==> src/rtl/trigger_seq_pkg.sv <==
// rtl/trigger_seq_pkg.sv - shared types, field positions and config decode for trigger_seq
//
// Purpose: per-stage config struct, config-word bit positions, sequencer state
// encoding and the helper that unpacks a config command word.
// Ports: none (package).

package trigger_seq_pkg;

  localparam int TRG_MAX_STAGES = 16;
  localparam int TRG_MAX_WIDTH  = 32;

  // Config word layout (cmd_i)
  localparam int CFG_DELAY_LSB  = 0;
  localparam int CFG_LEVEL_LSB  = 16;
  localparam int CFG_CHAN_LSB   = 20;
  localparam int CFG_SERIAL_BIT = 26;
  localparam int CFG_START_BIT  = 27;

  typedef struct packed {
    logic        start;
    logic        serial;
    logic [4:0]  channel;
    logic [3:0]  level;
    logic [15:0] delay;
  } trg_cfg_t;

  typedef enum logic [1:0] {
    ST_IDLE  = 2'd0,
    ST_ARMED = 2'd1,
    ST_RUN   = 2'd2
  } seq_state_t;

  // Unpack a config word; level and delay only keep the bits that the
  // instance actually uses, so the upper bits compare/load as zero.
  function automatic trg_cfg_t cfg_decode(input logic [31:0] cmd,
                                          input int lvl_w,
                                          input int delay_w);
    trg_cfg_t c;
    c         = '0;
    c.start   = cmd[CFG_START_BIT];
    c.serial  = cmd[CFG_SERIAL_BIT];
    c.channel = cmd[CFG_CHAN_LSB +: 5];
    for (int b = 0; b < 4; b++) begin
      c.level[b] = (b < lvl_w) ? cmd[CFG_LEVEL_LSB + b] : 1'b0;
    end
    for (int b = 0; b < 16; b++) begin
      c.delay[b] = (b < delay_w) ? cmd[CFG_DELAY_LSB + b] : 1'b0;
    end
    return c;
  endfunction

endpackage

==> src/rtl/trigger_seq_stage.sv <==
// rtl/trigger_seq_stage.sv - one trigger stage: match logic, serial shifter, delay counter
//
// Purpose: holds mask/value/config for one stage, evaluates a match on each
// sample strobe while armed, optionally delays the fire by N strobes, and
// fires at most once per arm.
// Ports:
//   clk_i, rst_in          clock, async active-low reset
//   arm_i                  clear per-arm state (fired, pending, counter, shifter)
//   set_mask_i/val_i/cfg_i config writes already decoded for this stage
//   cmd_i[31:0]            config payload
//   active_i               sequencer armed and not yet run
//   stb_i, smpls_i         sample strobe and channels
//   lvl_i                  current sequence level
//   fire_o                 stage fires this cycle (combinational)
//   start_o                stage config requests capture start on fire

module trigger_seq_stage
  import trigger_seq_pkg::*;
#(
  parameter int WIDTH   = 32,
  parameter int DELAY_W = 16,
  parameter int LVL_W   = 2
) (
  input  logic             clk_i,
  input  logic             rst_in,
  input  logic             arm_i,
  input  logic             set_mask_i,
  input  logic             set_val_i,
  input  logic             set_cfg_i,
  input  logic [31:0]      cmd_i,
  input  logic             active_i,
  input  logic             stb_i,
  input  logic [WIDTH-1:0] smpls_i,
  input  logic [LVL_W-1:0] lvl_i,
  output logic             fire_o,
  output logic             start_o
);

  logic [WIDTH-1:0]   mask_q;
  logic [WIDTH-1:0]   val_q;
  logic [WIDTH-1:0]   shreg_q;
  logic [WIDTH-1:0]   shreg_next;
  logic [WIDTH:0]     shift_full;
  logic [WIDTH-1:0]   sample;
  trg_cfg_t           cfg_q;
  logic [DELAY_W-1:0] cnt_q;
  logic               pending_q;
  logic               fired_q;

  logic [31:0] smpls_ext;
  logic        ch_bit;
  logic        eval;
  logic        eligible;
  logic        hit;
  logic        match_take;
  logic        delay_zero;
  logic        unused_bits;

  // Out-of-range channel selects read as a constant 0.
  assign smpls_ext  = 32'(smpls_i);
  assign ch_bit     = (32'(cfg_q.channel) < 32'(WIDTH)) ? smpls_ext[cfg_q.channel] : 1'b0;
  assign shift_full = {shreg_q, ch_bit};
  assign shreg_next = shift_full[WIDTH-1:0];

  // arm_i has priority over any evaluation in the same cycle.
  assign eval       = active_i & stb_i & ~arm_i;
  assign sample     = cfg_q.serial ? shreg_next : smpls_i;
  assign hit        = ((sample ^ val_q) & mask_q) == '0;
  assign eligible   = ~fired_q & ~pending_q & (cfg_q.level == 4'(lvl_i));
  assign delay_zero = cfg_q.delay[DELAY_W-1:0] == '0;
  assign match_take = eval & eligible & hit;

  // A pending stage fires on the strobe that takes its counter from 1 to 0.
  assign fire_o  = (match_take & delay_zero) | (eval & pending_q & (cnt_q == DELAY_W'(1)));
  assign start_o = cfg_q.start;

  assign unused_bits = ^{shift_full[WIDTH], cfg_q.delay, cmd_i};

  always_ff @(posedge clk_i or negedge rst_in) begin
    if (!rst_in) begin
      mask_q <= '0;
      val_q  <= '0;
      cfg_q  <= '0;
    end else begin
      if (set_mask_i) mask_q <= cmd_i[WIDTH-1:0];
      if (set_val_i)  val_q  <= cmd_i[WIDTH-1:0];
      if (set_cfg_i)  cfg_q  <= cfg_decode(cmd_i, LVL_W, DELAY_W);
    end
  end

  always_ff @(posedge clk_i or negedge rst_in) begin
    if (!rst_in) begin
      shreg_q   <= '0;
      cnt_q     <= '0;
      pending_q <= 1'b0;
      fired_q   <= 1'b0;
    end else if (arm_i) begin
      shreg_q   <= '0;
      cnt_q     <= '0;
      pending_q <= 1'b0;
      fired_q   <= 1'b0;
    end else begin
      // The shifter runs on every strobe while armed, eligible or not.
      if (active_i && stb_i) shreg_q <= shreg_next;
      if (fire_o) begin
        fired_q   <= 1'b1;
        pending_q <= 1'b0;
        cnt_q     <= '0;
      end else if (match_take) begin
        pending_q <= 1'b1;
        cnt_q     <= cfg_q.delay[DELAY_W-1:0];
      end else if (eval && pending_q) begin
        cnt_q <= cnt_q - DELAY_W'(1);
      end
    end
  end

endmodule

==> src/rtl/trigger_seq.sv <==
// rtl/trigger_seq.sv - parametrised multi-stage sequential trigger
//
// Purpose: sequences STAGES trigger stages against the sampler stream and
// raises run_o (sticky until next arm) when a stage configured as start fires.
// Ports:
//   clk_i, rst_in              clock, async active-low reset
//   cmd_i[31:0]                mask/value/config payload
//   stg_i[LVL_W-1:0]           stage addressed by set_* strobes
//   set_mask_i/val_i/cfg_i     config write strobes
//   arm_i                      clear sequence state and start matching
//   stb_i, smpls_i[WIDTH-1:0]  sample strobe and channels
//   run_o                      capture start
//   lvl_o[LVL_W-1:0]           current sequence level
//   armed_o                    armed and not yet run

module trigger_seq
  import trigger_seq_pkg::*;
#(
  parameter int STAGES  = 4,
  parameter int WIDTH   = 32,
  parameter int DELAY_W = 16,
  parameter int LVL_W   = (STAGES > 1) ? $clog2(STAGES) : 1
) (
  input  logic             clk_i,
  input  logic             rst_in,
  input  logic [31:0]      cmd_i,
  input  logic [LVL_W-1:0] stg_i,
  input  logic             set_mask_i,
  input  logic             set_val_i,
  input  logic             set_cfg_i,
  input  logic             arm_i,
  input  logic             stb_i,
  input  logic [WIDTH-1:0] smpls_i,
  output logic             run_o,
  output logic [LVL_W-1:0] lvl_o,
  output logic             armed_o
);

  localparam logic [LVL_W-1:0] LVL_MAX = LVL_W'(STAGES - 1);

  seq_state_t        state_q, state_d;
  logic [LVL_W-1:0]  lvl_q, lvl_d;
  logic [STAGES-1:0] fire;
  logic [STAGES-1:0] start;
  logic              active;
  logic              any_fire;
  logic              any_start;

  assign active = (state_q == ST_ARMED);

  // Addresses >= STAGES match no stage, so such writes fall away.
  for (genvar i = 0; i < STAGES; i++) begin : g_stage
    logic sel;
    assign sel = (stg_i == LVL_W'(i));

    trigger_seq_stage #(
      .WIDTH   (WIDTH),
      .DELAY_W (DELAY_W),
      .LVL_W   (LVL_W)
    ) u_stage (
      .clk_i      (clk_i),
      .rst_in     (rst_in),
      .arm_i      (arm_i),
      .set_mask_i (set_mask_i & sel),
      .set_val_i  (set_val_i & sel),
      .set_cfg_i  (set_cfg_i & sel),
      .cmd_i      (cmd_i),
      .active_i   (active),
      .stb_i      (stb_i),
      .smpls_i    (smpls_i),
      .lvl_i      (lvl_q),
      .fire_o     (fire[i]),
      .start_o    (start[i])
    );
  end

  assign any_fire  = |fire;
  assign any_start = |(fire & start);

  always_comb begin
    state_d = state_q;
    lvl_d   = lvl_q;
    if (arm_i) begin
      state_d = ST_ARMED;
      lvl_d   = '0;
    end else if (active && any_fire) begin
      // Several stages firing together still advance the level by one.
      if (lvl_q != LVL_MAX) lvl_d = lvl_q + LVL_W'(1);
      if (any_start) state_d = ST_RUN;
    end
  end

  always_ff @(posedge clk_i or negedge rst_in) begin
    if (!rst_in) begin
      state_q <= ST_IDLE;
      lvl_q   <= '0;
    end else begin
      state_q <= state_d;
      lvl_q   <= lvl_d;
    end
  end

  assign run_o   = (state_q == ST_RUN);
  assign armed_o = (state_q == ST_ARMED);
  assign lvl_o   = lvl_q;

endmodule
==> config.mk <==
export PLATFORM = sky130hd
export DESIGN_NAME = trigger_seq
export DESIGN_NICKNAME = d
export VERILOG_FILES = /design/src/rtl/trigger_seq_pkg.sv /design/src/rtl/trigger_seq_stage.sv /design/src/rtl/trigger_seq.sv
export SDC_FILE = /design/constraint.sdc
export NUM_CORES = 1
export LEC_CHECK = 0
export CAP_MARGIN = 10
export CELL_PAD_IN_SITES_DETAIL_PLACEMENT = 2
export CELL_PAD_IN_SITES_GLOBAL_PLACEMENT = 2
export CORE_ASPECT_RATIO = 1.4
export CORE_MARGIN = 1
export CORE_UTILIZATION = 30
export DETAILED_ROUTE_END_ITERATION = 16
export GPL_ROUTABILITY_DRIVEN = 0
export MAX_ROUTING_LAYER = met4
export PLACE_DENSITY = 0.55
export SLEW_MARGIN = 20
export SYNTH_ARGS = -nofsm -noshare
export SYNTH_HDL_FRONTEND = slang
export SYNTH_SLANG_ARGS = --single-unit
==> constraint.sdc <==
create_clock -name clk_i -period 8.1 [get_ports clk_i]
set_input_delay 1.62 -clock clk_i [delete_from_list [all_inputs] [get_ports clk_i]]
set_output_delay 1.62 -clock clk_i [all_outputs]
set_load 0.03 [all_outputs]
clocks.png
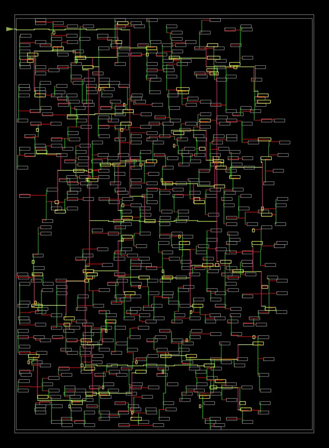
final sequential cell count: 556
CTS Buf Count: 66

io_fan.png
Drawn at 1 px/um.
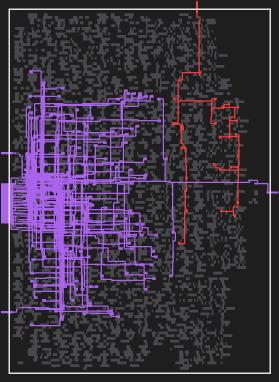
Purple marks `smpls_i`, direction input, edge 31 left, 1 right, end cells 192, buffers 48, wire 11900 um. Red marks `arm_i`, direction input, edge top, end cells 29, buffers 2, wire 599 um.

==> reports/highlights.md <==
Outcome
- **result of the run** finished, final reports clean

Synthesis
- **mean cell area of the mapped netlist** 11.6 sq um
- **number of cells produced by synthesis** 2389
- **ao+oa area frac** 10.9%
- **cell total in the yosys stat output** 2389
- **main logic family after synthesis** multiplexers
- **cell area after synthesis** 0.0278 sq mm
- **yosys warns** 0
- **fraction of the mapped netlist area in simple logic gates** 8.98%

GRT
- **GRT Util Overall** 23.4%
- **total congestion overflow** 0
- **met1 Usage GRT** 28.5%
- **wire length of the first global-routing pass** 156000 um
- **routing layer with the top usage in global route** met2

Floorplan
- **initial cell density of the core** 30.4%
- **num rows** 131

Placement
- **Post-Place Cell Area** 0.0298 sq mm
- **HPWL after DPL** 71500 um

Timing
- **Setup WS post-layout** 2.42 ns
- **RSZ-0062 raised after global routing** no
- **max-slew violation count** 0
- **ratio of final minimum period to clock period** 70.1%
- **Worst Clk Skew** 0.0258 ns
- **final hold violation count** 0

Job
- **tool warnings** 39
- **max-cap viol count** 0

Critical path
- **reg-to-reg critical path startpoint** g_stage[1].u_stage.cfg_q[25]
- **Critical Path Sink Type** flop
- **Slowest Stage Delay on Critical Path** 0.95 ns
- **sum of buffers and inverters on the critical path** 1
- **type of the worst setup path** primary input to flop
- **Required @ worst endpoint** 8.61 ns
- **worst setup path startpoint** smpls_i[22]
- **capturing instance or port of the critical path** g_stage[1].u_stage.cnt_q[10]

Drt
- **number of search-and-repair iterations in the first detailed-routing pass** 5
- **Avg WL per Cell** 28.7 um

Layout
- **final instance area** 0.0320 sq mm
- **area growth from synthesis to final layout** 15.0%
- **most common library cell in the layout ignoring fill and taps** sky130_fd_sc_hd__dfrtp_1
- **final core utilization** 35.0%
- **commonest cells after routing, fill and taps aside** sky130_fd_sc_hd__dfrtp_1 (552), sky130_fd_sc_hd__mux2_2 (360), sky130_fd_sc_hd__mux2i_1 (236)

CTS
- **Clock Tree Root** sky130_fd_sc_hd__clkbuf_16
- **TritonCTS clock tree** done
- **clock buffer depth** 3
- **number of gates given a new drive strength after cts** 0
- **H-tree depth reported by CTS** 3
- **count of hold buffers inserted by post-cts repair** 0

Min path
- **worst hold start** g_stage[2].u_stage.mask_q[31]

Power
- **pwr dens** 255 mW/mm^2

flops_by_reg.png
Drawn at 1 px/um. Other sequential cells in the stronger grey, the rest of the logic in the fainter grey.
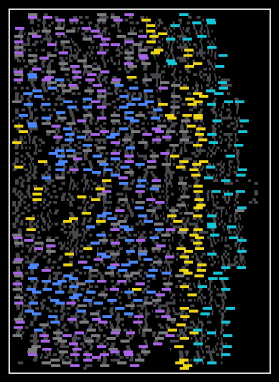
Cyan marks `g_stage.u_stage.cnt_q`, flops 64, where a column on the right. Purple marks `g_stage.u_stage.mask_q`, flops 128. Yellow marks `g_stage.u_stage.cfg_q`, flops 96. Blue marks `g_stage.u_stage.shreg_q`, flops 124.
Another 144 sequential cells are not coloured.

wires.png
Drawn at 1 px/um.
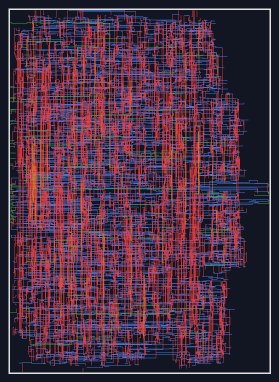
Green marks metal 3, wire length 2070 um. Blue marks metal 1, wire length 45.7 mm. Orange marks metal 4, wire length 2830 um. Red marks metal 2, wire length 54.5 mm.

==> synthesized netlist by cell type, types with 12 or more instances <==
| cell type | instances | area, sq um |
|---|---|---|
| sky130_fd_sc_hd__a21oi_1 | 41 | 205 |
| sky130_fd_sc_hd__or3_1 | 14 | 87.6 |
| sky130_fd_sc_hd__mux2i_1 | 236 | 2360 |
| sky130_fd_sc_hd__o21ai_1 | 24 | 120 |
| sky130_fd_sc_hd__o21ai_0 | 39 | 195 |
| sky130_fd_sc_hd__buf_2 | 26 | 130 |
| sky130_fd_sc_hd__a22o_1 | 152 | 1330 |
| sky130_fd_sc_hd__inv_1 | 43 | 161 |
| sky130_fd_sc_hd__nand4_1 | 25 | 156 |
| sky130_fd_sc_hd__nor4_1 | 33 | 206 |
| sky130_fd_sc_hd__nor3_1 | 28 | 140 |
| sky130_fd_sc_hd__dfrtp_1 | 556 | 13900 |
| sky130_fd_sc_hd__nor2b_1 | 16 | 100 |
| sky130_fd_sc_hd__a22oi_1 | 46 | 345 |
| sky130_fd_sc_hd__a31oi_1 | 15 | 93.8 |
| sky130_fd_sc_hd__buf_1 | 26 | 97.6 |
| sky130_fd_sc_hd__o22ai_1 | 18 | 113 |
| sky130_fd_sc_hd__or4_1 | 12 | 90.1 |
| sky130_fd_sc_hd__nor2_1 | 82 | 308 |
| sky130_fd_sc_hd__and2_1 | 23 | 144 |
| sky130_fd_sc_hd__clkbuf_1 | 117 | 439 |
| sky130_fd_sc_hd__nand2b_1 | 50 | 313 |
| sky130_fd_sc_hd__nand2_1 | 143 | 537 |
| sky130_fd_sc_hd__nand3_1 | 51 | 255 |
| sky130_fd_sc_hd__mux2_2 | 360 | 4050 |
| sky130_fd_sc_hd__xnor2_1 | 93 | 815 |
==> report_power, final <==
part           switching, uW  internal (uW)  leakage [uW]  total, uW
Sequential               345           3150       0.00699       3490
Clock                   1280           1800       0.00108       3080
Combinational            848            741       0.00590       1590
==> cell type report <==
type / count / area, sq um
Antenna cell: 1 / 2.50
Clock inverter: 25 / 294
Multi-Input combinational cell: 1616 / 13100
Clock buffer: 95 / 1890
Sequential cell: 556 / 13900
Timing Repair Buffer: 128 / 1180
Inverter: 43 / 161
Fill cell: 9594 / 59400
Tap cell: 1197 / 1500
==> flip-flops by register name, indices dropped and copies added (netlist names) <==
| register | cells |
|---|---|
| g_stage.u_stage.shreg_q | 124 |
| g_stage.u_stage.cnt_q | 64 |
| g_stage.u_stage.mask_q | 128 |
| lvl_o | 2 |
| g_stage.u_stage.start_o | 4 |
| g_stage.u_stage.pending_q | 4 |
| state_q | 2 |
| g_stage.u_stage.val_q | 128 |
| g_stage.u_stage.cfg_q | 96 |
| g_stage.u_stage.fired_q | 4 |
==> cell families (layout without fill, tap and decap cells) <==
kind of cell               after synthesis  after routing
adders and majority gates                9              9
other                                    0              1
xor gates and xnor gates               101            101
and+or+nand+nor                        499            499
buffers and inverters                  217            291
AOI/OAI and AO/OA                      404            404
muxes                                  603            603
DFF                                    556            556
==> routing by layer <==
layer / up-vias / share of wire [%] / wire length (um)
met1: 10700 / 44 / 45700
met4: 0 / 2.7 / 2830
li1: 8753 / - / -
met5: - / 0 / 0
met2: 280 / 52 / 54500
met3: 144 / 2.0 / 2070
Power is estimated from default activity; no workload was simulated.
